run_1/pdn.png
Drawn at 8 px/µm. Pins as bars on the die edge.
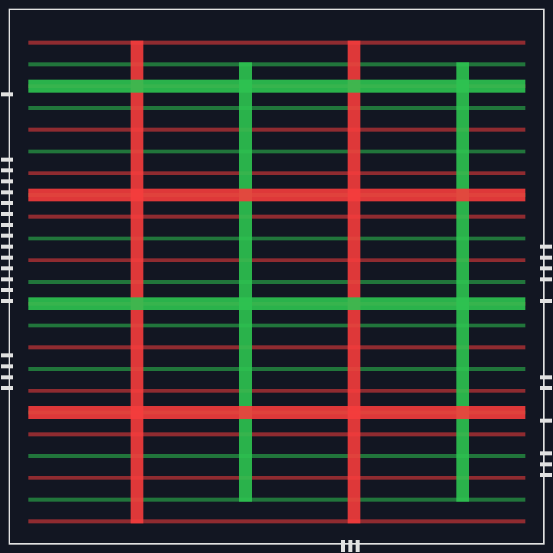
run_1/density.png
Drawn at 4 px/µm. The die is cut into 7 by 7 equal tiles; white is low, dark blue is high, 0 to 100% covered.
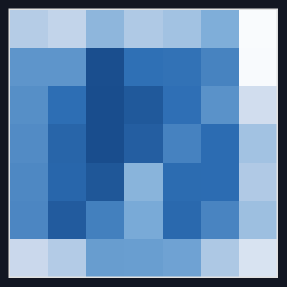
run_1/metal_stack.png
Drawn at 8 px/µm. Only two layers are drawn.
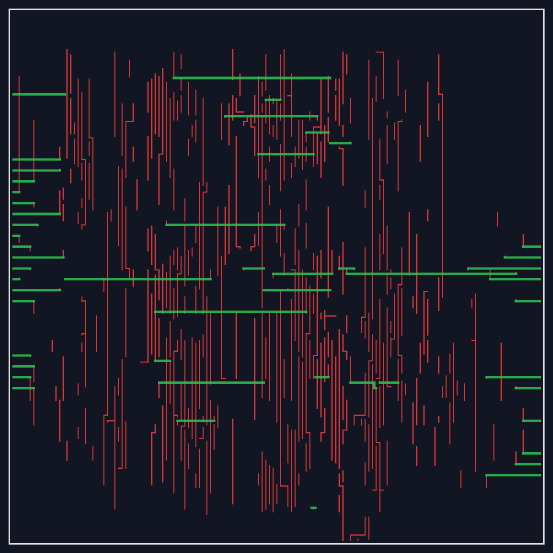
Design tocador_musica, sky130hd; sources not shown.
==> metrics.yaml, run 1 <==
pwr:
  powerSeq_w: 0.000826
  power.switching_w: 0.000846
  powerDensity_nw_per_um2: 868
  power.leakage_nw: 1.13
  pg_comb_w: 0.000901
cells_and_area:
  most-common-layout-cells: "35 x dfrtp_1, 32 x clkdlybuf4s50_1, 21 x nand2_1"
  layout.nets: 266
  comb_area_um2: 1150
  lay_top_count: "dfrtp_1"
logic_synthesis:
  top_cells_by_area: "dfrtp_1 42%, nand2_1 3.8%, nor2_1 3.4%, mux2i_1 3.4%, xor2_1 3.4%"
  ys_sh_aoi: 0.119
  ys_seq_share: 0.421
  ys_chip_area_um2: 2080
  synth.avg_cell_area_um2: 9.90
setup_path:
  regToRegSetupSlack_ps: 410
placement:
  place_inst: 288
grt:
  grt_pass1_wl_um: 7630
  gr-max-usage-layer: "met2"
outcome:
  outcome: "finished, final reports clean"
final_timing:
  setup_viol: 0
  rsz0062_at_grt: "false"
clock_network:
  holdBufCountCts: 0
flow_run:
  cap_violations: 0
## Picture notes: pdn.png
VDD: in green. VSS: in red.
4 straps on met4. 4 straps on met5.
die x size: 66.6 µm
IR drop worst, VDD: 0.558 mV
core area: 3720 µm²
Die Y: 66.6 µm

## Picture notes: density.png
The emptiest ninth of the die: top right. The fullest tile reaches 88%. 29% of the tiles are over 75% full. The mean over all tiles is 56%.
Init Core Util: 0.560
final core occ: 0.692

## Picture notes: metal_stack.png
met3: in green, wire length 275 µm. met2: in red, wire length 1970 µm.
Total Wirelength: 4360 µm
GRT Total Usage: 0.230

==> run 2: changes to the inputs <==
CORE_UTILIZATION = 48   (was 53)
clock period = 1.9 ns   (was 2.65 ns; I/O delays follow)
run_2/density.png
Drawn at 4 px/µm. The die is cut into 7 by 7 equal tiles; white is low, dark blue is high, 0 to 100% covered.
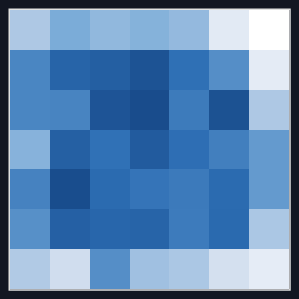
31% of the tiles are over 75% full. The fullest tile reaches 89%. 2.0% of the tiles are nearly empty. The emptiest ninth of the die: top right.
Init Core Util: 0.509
core area: 4090 µm²
final core occ: 0.713

run_2/metal_stack.png
Drawn at 8 px/µm. Only two layers are drawn.
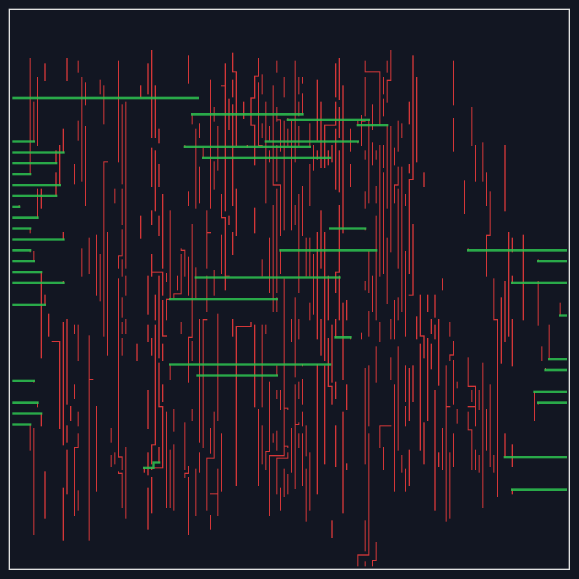
met2: in red, wire length 2250 µm. met3: in green, wire length 293 µm.
via count: 1868
GRT Total Usage: 0.222
Total Wirelength: 4900 µm
Routed WL per cell: 14.6 µm

==> run 2 against run 1 <==
The flow now finishes with violations (negative setup slack); total power is 48% higher; area after synthesis stayed put; clock-buffer cell count unchanged; hold slack got worse by 63 ps; first-iteration DRC count is 29% lower; via count increased by 9.0%; die size is 9.8% higher; maximum frequency increased by 16%; wire length grew 12%; non-clock buffer count grew 38; flip-flop count is the same; setup slack worse by 440 ps; critical path type unchanged; critical endpoint is now o_mem_addr[4]; highest routed layer unchanged.
==> metrics.yaml, run 2 <==
logic_synthesis:
  ys_seq_share: 0.421  # unchanged
  synth.avg_cell_area_um2: 9.90  # unchanged
cells_and_area:
  most-common-layout-cells: "39 x buf_4, 33 x dfrtp_1, 31 x clkdlybuf4s50_1"
  layout.nets: 304  # +14%
  comb_area_um2: 1230  # +7.2%
  lay_top_count: "buf_4"
pwr:
  ir_worst_vdd_mv: 0.721  # +29%
  pg_comb_w: 0.00166  # +84%
  powerDensity_nw_per_um2: 1130  # +31%
  powerSeq_w: 0.00111  # +34%
  power.switching_w: 0.00128  # +51%
flow_run:
  tool_warnings: 29
  cap_violations: 0  # unchanged
setup_path:
  regToRegSetupSlack_ps: -30  # -440 ps
routing:
  drc: 0
final_timing:
  final.setup.worst_slack_ps: -28.7
  rsz0062_at_grt: "true"
  setup_viol: 1  # +1
outcome:
  outcome: "finished with violations"
  violations: "negative setup slack"
grt:
  gr-max-usage-layer: "met2"
floorplan:
  dieHeight_um: 69.8  # +4.8%
  die_x_um: 69.8  # +4.8%
placement:
  place_inst: 328  # +14%
==> run 3: changes to the inputs <==
SKIP_LAST_GASP = 1   (was default)
run_3/pdn.png
Drawn at 6 px/µm. Pins as bars on the die edge.
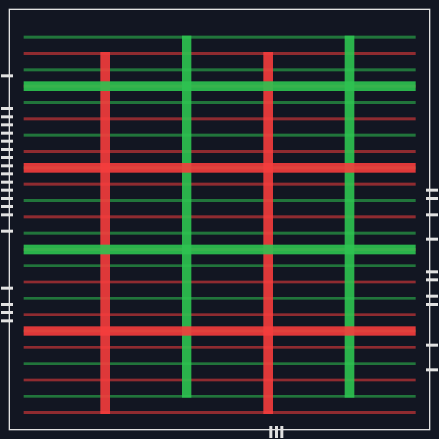
VSS: in red. VDD: in green.
24 met1 rails follow the rows. The core has 23 rows.
IR drop worst, VDD: 0.719 mV
die x size: 69.8 µm

run_3/density.png
Drawn at 4 px/µm. The die is cut into 7 by 7 equal tiles; white is low, dark blue is high, 0 to 100% covered.
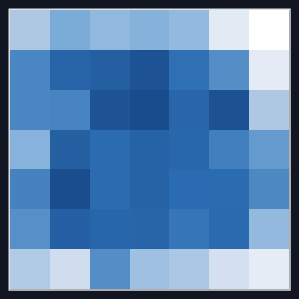
41% of the tiles are over 75% full. The mean over all tiles is 59%. 2.0% of the tiles are nearly empty.
final core occ: 0.723

==> run 3 against run 2 <==
The flow still finishes with violations (negative setup slack); register-to-register slack barely moved; via count rose by 2.8%; wire length rose by 2.0%; sequential share of layout area fell by 0.39 points; die size did not move.
==> metrics.yaml, run 3 <==
cells_and_area:
  layout.nets: 309  # +1.6%
  antenna_cells: 0
  comb_area_um2: 1240  # +0.30%
  lay_top_count: "buf_4"
  largestClassByArea: "logic gates"
  most-common-layout-cells: "44 x buf_4, 32 x dfrtp_1, 31 x clkdlybuf4s50_1"
grt:
  overflow: 0
  gr-max-usage-layer: "met2"
  track_usage: 0.222  # unchanged
  use_met1: 0.308
setup_path:
  cp_cell_sequence: "ha_4, xor2_2, nor3_4, nand3_2, or4_4, a21oi_2"
  path_max_fanout: 6
  regToRegSetupSlack_ps: -30  # about the same
  crit_slowest_cell: "or4_4"
pwr:
  power.switching_w: 0.00128  # +0.56%
  powerSeq_w: 0.00111  # about the same
  pg_comb_w: 0.00167  # about the same
  powerDensity_nw_per_um2: 1120  # -0.92%
final_timing:
  setup_viol: 1  # unchanged
  rsz0062_at_grt: "true"
  finalCriticalPeriod_ps: 1930
  slew_headroom: 0.698
  final.setup.worst_slack_ps: -28.5  # +0.141 ps
  worstMarginPinSlew_ps: 453
floorplan:
  die_area_um2: 4870
  fp_util: 0.509  # unchanged
  num_rows: 23
  coreArea_um2: 4090  # unchanged
routing:
  drc: 0  # unchanged
  met1_length_um: 2300
  vias: 1921  # +2.8%
  wirelength_um: 5000  # +2.0%
  wl_per_cell_um: 14.7  # +0.54%
placement:
  place_inst: 328  # unchanged
  place_area_um2: 2780
  pre_cts_ws_ps: -138
  place_hpwl_um: 3710
outcome:
  violations: "negative setup slack"
  outcome: "finished with violations"
flow_run:
  cap_violations: 0  # unchanged
min_path:
  min-delay-path-class: "in -> async"
logic_synthesis:
  ys_seq_share: 0.421  # unchanged
  top_cells_by_area: "dfrtp_1 42%, nand2_1 3.8%, nor2_1 3.4%, mux2i_1 3.4%, xor2_1 3.4%"
  synth.avg_cell_area_um2: 9.90  # unchanged
clock_network:
  cts_tree: "built"
Power is estimated from default activity; no workload was simulated.
